==> config.mk <==
export PLATFORM = sky130hd
export DESIGN_NAME = stage_mem
export DESIGN_NICKNAME = d
export VERILOG_FILES = /design/src/rtl/risc_toy_pkg.sv /design/src/rtl/stage_mem_dmem_if_fsm.sv /design/src/rtl/stage_mem.sv
export SDC_FILE = /design/constraint.sdc
export NUM_CORES = 1
export LEC_CHECK = 0
export ABC_AREA = 1
export CAP_MARGIN = 10
export CORE_MARGIN = 5
export CORE_UTILIZATION = 55
export CTS_CLUSTER_DIAMETER = 40
export DETAILED_ROUTE_END_ITERATION = 12
export DONT_BUFFER_PORTS = 1
export MAX_ROUTING_LAYER = met4
export PLACE_DENSITY = 0.75
export SYNTH_ARGS = -nofsm -noshare
export SYNTH_HDL_FRONTEND = slang
export SYNTH_HIERARCHICAL = 1
export SYNTH_SLANG_ARGS = --single-unit
==> constraint.sdc <==
create_clock -name CLK -period 2.3 [get_ports CLK]
set_input_delay 0.46 -clock CLK [delete_from_list [all_inputs] [get_ports CLK]]
set_output_delay 0.46 -clock CLK [all_outputs]
set_load 0.02 [all_outputs]
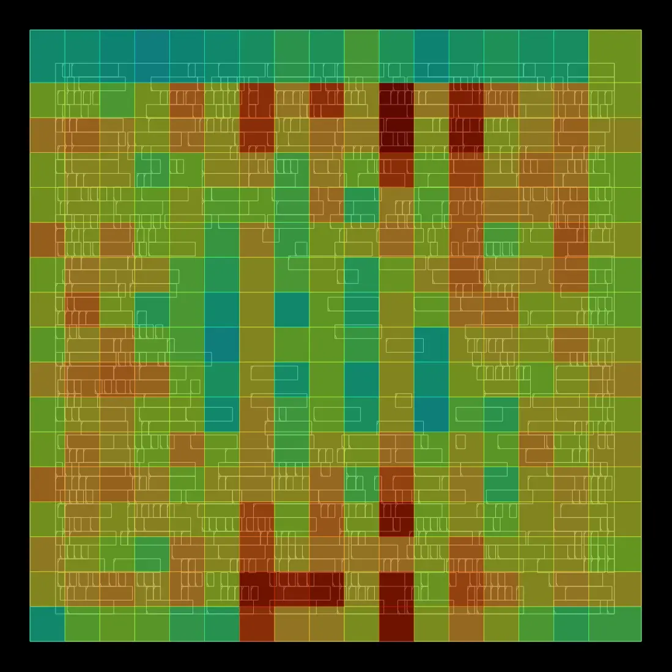
(images/congestion_map.png)
routing usage on met3: 8.93%
busiest grt layer: met2
gr usage total: 24.2%
met2 usage: 39.6%
final core utilization: 61.0%

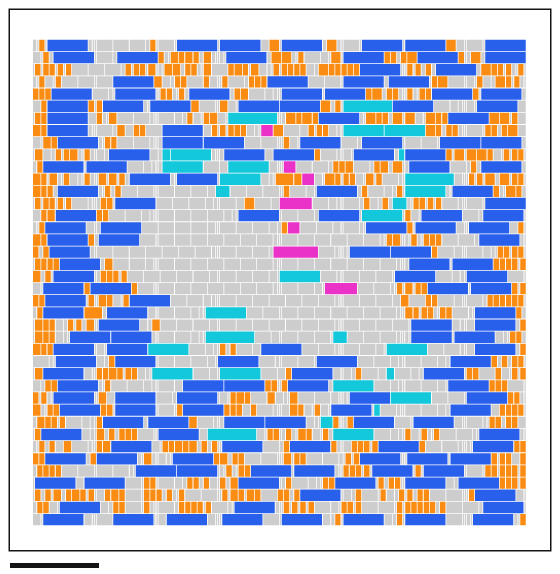
(images/class_map.png)
Scale bar: 20 µm. Fill, decap, tap and diode cells in grey.
colour	class	cells
blue	registers	171
magenta	remaining buffers and delay cells	7
orange	remaining logic cells	520
cyan	clock drivers and dummy loads	30
row count: 40
post-route cell area: 7320 µm²
Seq area share: 58.4%
Core Area: 12000 µm²

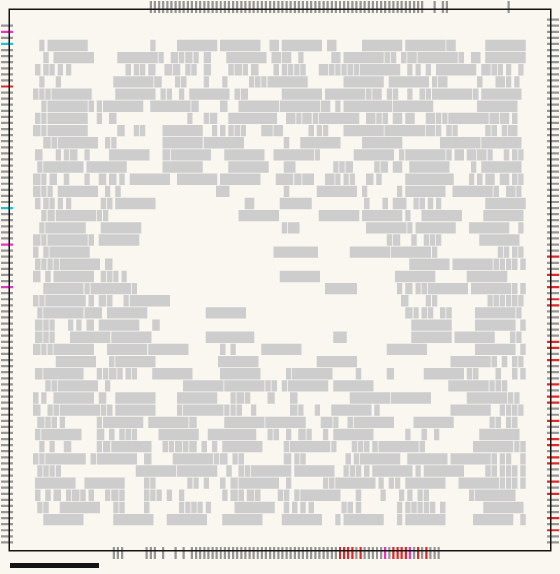
(images/pinout.png)
Scale bar: 20 µm. Pins as bars across the die edge, other pins in grey.
colour	port	pins	direction	edge
magenta	rd_MEM	5	output	3 west, 2 south
red	PC_EX	32	input	20 east, 11 south, 1 west
cyan	ResultSrc_MEM	2	output	west
all pins by edge	87 east, 86 west, 71 north, 70 south
Die H: 121 µm
Port Buffer Count: 0
die width: 121 µm

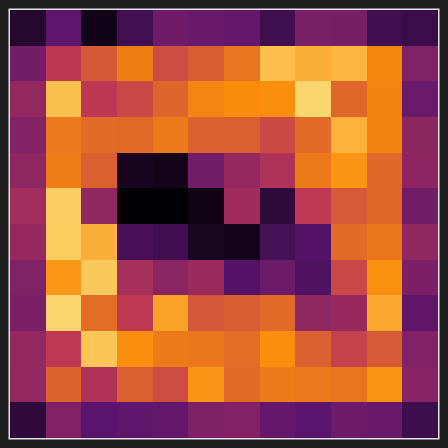
(images/util_map.png)
12 x 12 tiles, from black (low) to pale yellow (high), 0 to 100% covered.
nearly empty tiles	1.4%
mean over tiles	49%
fullest tile	91%
FP Util: 56.2%

==> flow_summary.json <==
{
  "antenna_found_initial": 0,
  "switching_power_mw": 2.17,
  "crit_fanout": 141,
  "slew_headroom_pct": 48.6,
  "clockPowerShare_pct": 39.8,
  "syn-num-nets": 883,
  "ys.flops": 171,
  "tightest_slew_ps": 770,
  "ys_sh_adder_pct": 0,
  "clockRootBuffer": "clkbuf_16",
  "remaining_drc_errors": 0,
  "yosys_cells": 741,
  "comb_area_share_pct": 28.9,
  "powerDensity_nw_per_um2": 1040,
  "chip_area_um2": 14600,
  "cts_tree": "done",
  "final-seq-area_um2": 4280,
  "netlist_instances": 741,
  "seq_power_mw": 4.03,
  "violations": "negative hold slack",
  "cts.sinks": 171,
  "slew_viol_final": 0,
  "yosysTopAreaCellShare_pct": 63.4,
  "top_cell": "nand2_1",
  "cts.htree.levels": 4,
  "fillerInstances": 1004,
  "compound_area_share_pct": 0.0741,
  "crit_required_ps": 1840,
  "synth_seq_share_pct": 63.4,
  "topCellsByArea": "dfrtp_1, nand2_1, nand3_1",
  "seqPwrFrac_pct": 53.0,
  "yosys-stat-area_um2": 6750,
  "internal_power_mw": 5.44,
  "wl_per_cell_um": 19.8,
  "crit_family": "buffers and inverters",
  "synth-edff-count": 0,
  "grt_pass1_wl_mm": 27.0,
  "powerComb_mw": 0.548,
  "powerClk_mw": 3.03,
  "area_delta_synth_final_pct": 8.45,
  "sequential_cell_total": 171,
  "drtIter0Drc": 402,
  "total_power_mw": 7.61,
  "end_kind": "primary output",
  "xor_share_pct": 0,
  "synth_warnings": 6,
  "synthDistinctLibCells": 15,
  "path_class": "flip-flop to primary output",
  "max-vdd-ir-drop_v": 0.000476,
  "synth-async-reset-ratio_pct": 100,
  "comb_cells": 515,
  "post-route-period-util_pct": 81.7,
  "diodes": 0,
  "cp_data_arrival_time_ps": 1420,
  "critPathLaunchType": "flip-flop",
  "min_period_ps": 1880,
  "wl_mm": 17.3,
  "dp_hpwl_mm": 11.7,
  "timing.critical_path.buf_inv": 2,
  "num-nonclk-inverters": 5,
  "reg2reg_depth": 6,
  "largest_cell_class": "registers",
  "comb_area_um2": 2120,
  "top_area_cell": "dfrtp_1",
  "max_freq_mhz": 532,
  "tns_ps": 0,
  "rsz0062_at_grt": "false",
  "cts-buffers-inserted": 17,
  "common_cells": "nand2_1, dfrtp_1, nand3_1",
  "crit_chain": "inv_2 -> nor2_4 -> buf_12",
  "swShare_pct": 28.5,
  "grt_max_degree": 172,
  "dp_cells": 844,
  "holdCritPathClass": "primary input to asynchronous set/reset pin",
  "grt_overflow_total": 0,
  "ys_sh_mux_pct": 0,
  "flop_cell": "dfrtp_1",
  "hold-worst-slack_ps": -250,
  "top_power_group": "sequential cells",
  "finalHoldViolCount": 171,
  "pwr-share-comb_pct": 7.2,
  "clkCellAreaFrac_pct": 8.56,
  "buffers_excl_clock": 7,
  "vias": 4923,
  "path_clk_slew_ps": 60,
  "cp_num_cells": 3,
  "place_congestion": 0.811,
  "layout_setup_ws_ps": 420,
  "setup_viol": 0,
  "clock_path_buffers": 2,
  "vias_per_cell": 5.63,
  "status": "finished, violations left",
  "dr.pass1.iters": 7,
  "nets": 859,
  "drive_gt1_share_pct": 5.77,
  "rrSetupSlack_ps": 760,
  "num_io_pins": 314,
  "simple_gate_share_pct": 31.1,
  "nWellTaps": 147,
  "clock_latency_ps": 400,
  "cts_resized": 0,
  "ant_nets": 0,
  "slowest_stage": "buf_12",
  "warning_count": 32,
  "drv_cap": 0,
  "buffer_area_share_pct": 1.33,
  "clock_buffers": 19,
  "slowest_delay_ps": 380,
  "syn_area_per_cell_um2": 9.11,
  "netlist_area_um2": 6750,
  "p_leak_nw": 3.95,
  "stdcell_count": 875,
  "netlist_logic_family_top": "simple AND/OR/NAND/NOR gates",
  "cts_setup_buffers": 0,
  "grt_pass1_vias": 5050,
  "fin_skew_ps": 10.2,
  "placed_cell_area_um2": 6670,
  "dpl_worst_slack_ps": 415
}
metal layers:
| metal | GRT usage (%) | vias up | wire [µm] |
|---|---|---|---|
| met5 | - | - | 0 |
| li1 | - | 2277 | - |
| met4 | 8.85 | 0 | 368 |
| met3 | 8.93 | 25 | 2140 |
| met1 | 27.5 | 2348 | 6090 |
| met2 | 39.6 | 273 | 8690 |
cell usage in the layout, fill, tap and decap left out, types with 2 or more instances in the layout:
| master | instances |
|---|---|
| buf_12 | 2 |
| buf_4 | 4 |
| bufinv_16 | 5 |
| clkbuf_1 | 2 |
| clkbuf_16 | 17 |
| clkinv_2 | 2 |
| clkinv_4 | 2 |
| dfrtp_1 | 171 |
| inv_1 | 2 |
| inv_2 | 3 |
| nand2_1 | 410 |
| nand3_1 | 67 |
| nand4_1 | 32 |
| nor2_4 | 2 |
No activity file was given, so power comes from the tool's default toggle rates.
